## src/rtl/decode_stage_hs.sv

```systemverilog
// decode_stage_hs: decode with bypassed 8-entry register file, pending-write
// scoreboard for RAW stalls, and a valid/ready ID/EX register with flush.
module decode_stage_hs #(
  parameter int DATA_W = 16,
  parameter int PC_W   = 16,
  parameter int CNT_W  = 2
) (
  input  logic              clk,
  input  logic              rst,
  input  logic              in_valid,
  output logic              in_ready,
  input  logic [15:0]       in_instr,
  input  logic [PC_W-1:0]   in_pc,
  input  logic              wb_en,
  input  logic [2:0]        wb_reg,
  input  logic [DATA_W-1:0] wb_data,
  input  logic              flush,
  output logic              out_valid,
  input  logic              out_ready,
  output logic [15:0]       out_instr,
  output logic [PC_W-1:0]   out_pc,
  output logic [DATA_W-1:0] out_r1,
  output logic [DATA_W-1:0] out_r2,
  output logic              out_regwrt,
  output logic [2:0]        out_rd,
  output logic              stall,
  output logic              err
);

  typedef struct packed {
    logic [15:0]       instr;
    logic [PC_W-1:0]   pc;
    logic [DATA_W-1:0] r1;
    logic [DATA_W-1:0] r2;
    logic              regwrt;
    logic [2:0]        rd;
  } id_ex_t;

  localparam logic [CNT_W-1:0] CNT_MAX = '1;
  localparam logic [CNT_W-1:0] CNT_ONE = CNT_W'(1);

  logic [4:0]        op;
  logic [2:0]        rs;
  logic [2:0]        rt;
  logic [2:0]        rd;
  logic              regwrt;
  logic              rs_used;
  logic              rt_used;
  logic              hit_rs;
  logic              hit_rt;
  logic              blk_rs;
  logic              blk_rt;
  logic              hazard;
  logic              full;
  logic              issue;
  logic              squash;
  logic [DATA_W-1:0] r1_v;
  logic [DATA_W-1:0] r2_v;
  logic [DATA_W-1:0] rf [8];
  logic [CNT_W-1:0]  cnt [8];
  logic [CNT_W-1:0]  cnt_nx [8];
  logic [CNT_W:0]    up [8];
  logic [CNT_W:0]    dn [8];
  logic [7:0]        uf;
  id_ex_t            ex_q;
  id_ex_t            ex_d;

  assign op = in_instr[15:11];
  assign rs = in_instr[10:8];
  assign rt = in_instr[7:5];

  assign regwrt = ~((op[4:2] == 3'b011)
                  | (op[4:1] == 4'b0000)
                  | (op[4:1] == 4'b0001)
                  | (op[4:1] == 4'b0010)
                  | (op == 5'b10000));

  always_comb begin
    rd = in_instr[7:5];
    unique case (1'b1)
      (op == 5'b11011) | (op == 5'b11010) | (op[4:2] == 3'b111):
        rd = in_instr[4:2];
      (op == 5'b10010) | (op == 5'b11000):
        rd = in_instr[10:8];
      (op[4:1] == 4'b0011):
        rd = 3'd7;
      default:
        rd = in_instr[7:5];
    endcase
  end

  assign rs_used = ~(op inside {5'b00000, 5'b00001, 5'b00010,
                                5'b00011, 5'b00100, 5'b00110,
                                5'b11000});
  assign rt_used = (op inside {5'b11011, 5'b11010, 5'b10000,
                               5'b10001, 5'b10011})
                 | (op[4:2] == 3'b111);

  assign hit_rs = wb_en & (wb_reg == rs);
  assign hit_rt = wb_en & (wb_reg == rt);
  assign r1_v   = hit_rs ? wb_data : rf[rs];
  assign r2_v   = hit_rt ? wb_data : rf[rt];

  // A single pending write may retire this very cycle and be bypassed.
  assign blk_rs = (cnt[rs] > CNT_ONE) | ((cnt[rs] == CNT_ONE) & ~hit_rs);
  assign blk_rt = (cnt[rt] > CNT_ONE) | ((cnt[rt] == CNT_ONE) & ~hit_rt);

  assign hazard   = (rs_used & blk_rs) | (rt_used & blk_rt);
  assign full     = regwrt & (cnt[rd] == CNT_MAX);
  assign in_ready = ~flush & ~hazard & ~full & (~out_valid | out_ready);
  assign stall    = in_valid & (hazard | full);
  assign issue    = in_valid & in_ready;
  assign squash   = flush & out_valid;

  assign ex_d = '{in_instr, in_pc, r1_v, r2_v, regwrt, rd};

  always_comb begin
    for (int r = 0; r < 8; r++) begin
      up[r] = {1'b0, cnt[r]}
            + {{CNT_W{1'b0}}, issue & regwrt & (rd == 3'(r))};
      dn[r] = {{CNT_W{1'b0}}, wb_en & (wb_reg == 3'(r))}
            + {{CNT_W{1'b0}},
               squash & out_regwrt & (out_rd == 3'(r))};
      uf[r] = up[r] < dn[r];
      cnt_nx[r] = uf[r] ? '0 : CNT_W'(up[r] - dn[r]);
    end
  end

  always_ff @(posedge clk or negedge rst) begin
    if (!rst) begin
      for (int i = 0; i < 8; i++) begin
        rf[i]  <= '0;
        cnt[i] <= '0;
      end
      err <= 1'b0;
    end else begin
      if (wb_en) rf[wb_reg] <= wb_data;
      for (int i = 0; i < 8; i++) cnt[i] <= cnt_nx[i];
      err <= err | (|uf);
    end
  end

  always_ff @(posedge clk or negedge rst) begin
    if (!rst) begin
      out_valid <= 1'b0;
      ex_q      <= '0;
    end else if (flush) begin
      out_valid <= 1'b0;
    end else if (issue) begin
      out_valid <= 1'b1;
      ex_q      <= ex_d;
    end else if (out_ready) begin
      out_valid <= 1'b0;
    end
  end

  assign out_instr  = ex_q.instr;
  assign out_pc     = ex_q.pc;
  assign out_r1     = ex_q.r1;
  assign out_r2     = ex_q.r2;
  assign out_regwrt = ex_q.regwrt;
  assign out_rd     = ex_q.rd;

endmodule

```

## config.mk

```make
export PLATFORM = sky130hd
export DESIGN_NAME = decode_stage_hs
export DESIGN_NICKNAME = d
export VERILOG_FILES = /design/src/rtl/decode_stage_hs.sv
export SDC_FILE = /design/constraint.sdc
export NUM_CORES = 1
export LEC_CHECK = 0
export CAP_MARGIN = 20
export CORE_MARGIN = 5
export CORE_UTILIZATION = 45
export CTS_BUF_LIST = sky130_fd_sc_hd__clkbuf_8
export DETAILED_ROUTE_END_ITERATION = 10
export GPL_ROUTABILITY_DRIVEN = 0
export PLACE_DENSITY = 0.7
export SYNTH_ARGS = -nofsm -noshare
export SYNTH_HDL_FRONTEND = slang
export SYNTH_SLANG_ARGS = --single-unit
export TNS_END_PERCENT = 50
```

## constraint.sdc

```tcl
create_clock -name clk -period 4.75 [get_ports clk]
set_input_delay 0.95 -clock clk [delete_from_list [all_inputs] [get_ports clk]]
set_output_delay 0.95 -clock clk [all_outputs]
set_load 0.01 [all_outputs]
```

Figure 1. Power grid.
Scale bar: 50 µm. Pins as bars on the die edge. Tap cells in gray.
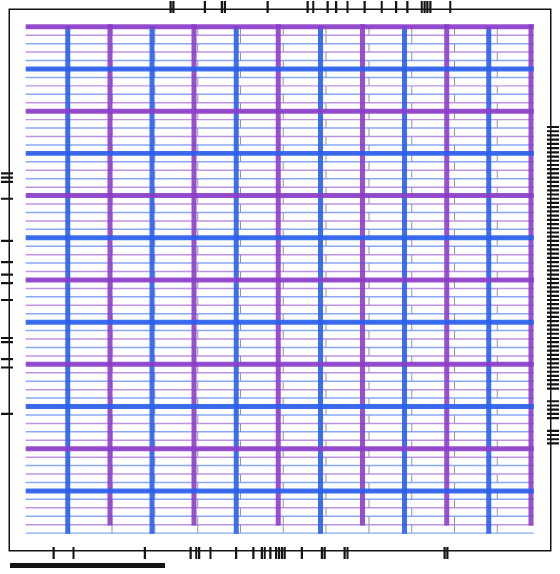
[VSS] blue
[VDD] purple
tap cells: 341
signal pins: 129
met4 straps: 12
Peak VDD IR: 197.7 µV
area of the core: 0.02673 mm²
Die Height: 174.1 µm

Figure 2. Cell classes on the final placement.
Scale bar: 50 µm.
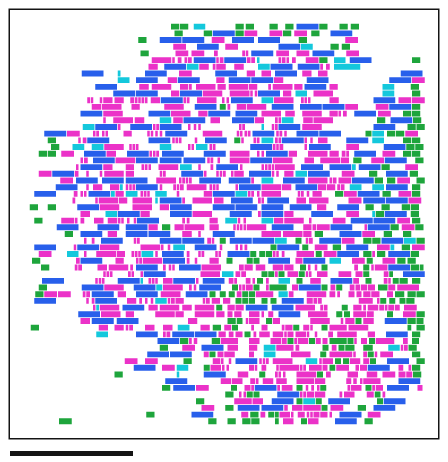
[clock drivers and dummy loads] cyan | cells: 63
[remaining logic cells] magenta | cells: 708
[remaining buffers and delay cells] green | cells: 219
[registers] blue | cells: 214

==> impl_metrics.py <==
# Flow results
metrics = {
    "outcome": {
        "outcome": "complete, no violations",
    },
    "run": {
        "max-cap-violations": 0,
        "warnings": 36,
    },
    "critical_path": {
        "startpoint": "in_instr[14]",
        "crit_family": "buffers and inverters",
        "path_cells": "clkdlybuf4s50_1, buf_6, nand2_1, o22ai_1, or2_4, mux2i_4, mux2_4, o221ai_4, buf_6, o21bai_1, nor3_1, dlygate4sd2_1",
        "worst-r2r-cell-count": 16,
        "r2r_slack_ns": 0.84,
        "r2r_end": "err",
        "criticalPathCategory": "input pin to output port",
    },
    "grt": {
        "gr-usage-all-layers": 0.2014,
        "use_met3": 0.03719,
        "grt_util_met1": 0.2739,
    },
    "power": {
        "switching_share": 0.2938,
        "p_leak_nw": 6.826,
        "p_comb_mw": 2.32,
        "pwr-share-seq": 0.404,
        "p_switching_mw": 1.993,
        "power_clock_mw": 1.72,
    },
    "sta": {
        "finalSetupTns_ns": 0,
        "slew_headroom": 0.2954,
        "layout_min_cycle_time_ns": 4.599,
        "skew_ns": 0.02178,
        "worst_slew_pin_slew_ns": 1.057,
        "period_used_share": 0.9681,
    },
    "cts": {
        "cts_tree": "yes",
        "clk_path_buf_depth": 3,
        "path_clk_slew_ns": 0.05,
        "cts_buffers": 39,
        "h-tree-depth": 2,
        "cts_sinks": 214,
        "cts_resized": 5,
        "cts_hold_buf": 0,
        "cts_root_buffer": "clkbuf_8",
    },
    "logic_synthesis": {
        "yosysChipArea_mm2": 0.01211,
        "xor_area_frac": 0.01085,
        "simple_gate_share": 0.1103,
        "common_cells": "214 x dfrtp_1, 207 x nand2_1, 73 x mux4_2",
        "yosys.area.top_type_share": 0.4421,
        "mux_area_frac": 0.3094,
        "ys_seq_share": 0.4421,
        "top_cell": "dfrtp_1",
        "synth_area_mm2": 0.01211,
        "ys.flops": 214,
    },
    "layout": {
        "n_clock_buffer": 48,
        "lay_top_count": "dfrtp_1",
        "seqCellArea_mm2": 0.005355,
        "mostFrequentLayoutCells": "214 x dfrtp_1, 207 x nand2_1, 120 x clkdlybuf4s50_1",
        "nonClkBufAreaFrac": 0.1327,
        "regMostFlops": "rf",
        "stdcell_area_mm2": 0.01494,
        "fin_util": 0.5590,
        "nNetsFinal": 1279,
        "insertedDiodeCount": 0,
        "clk_share": 0.05075,
        "comb_share": 0.4218,
        "largest_reg_flops": 128,
        "dominant_cells": "combinational gates",
    },
    "route": {
        "dr_wl_met2_mm": 14.99,
        "drc": 0,
        "ant_nets": 0,
        "wl_per_cell_um": 19.90,
        "routed.top_layer": "met5",
    },
    "floorplanning": {
        "chipArea_mm2": 0.03030,
        "fp_util": 0.4532,
    },
    "placement": {
        "dpl_cell_area_mm2": 0.01411,
        "dp_hpwl_mm": 20.19,
    },
    "min_path": {
        "min_to": "rf[42]",
    },
}
No activity file was given, so power comes from the tool's default toggle rates.
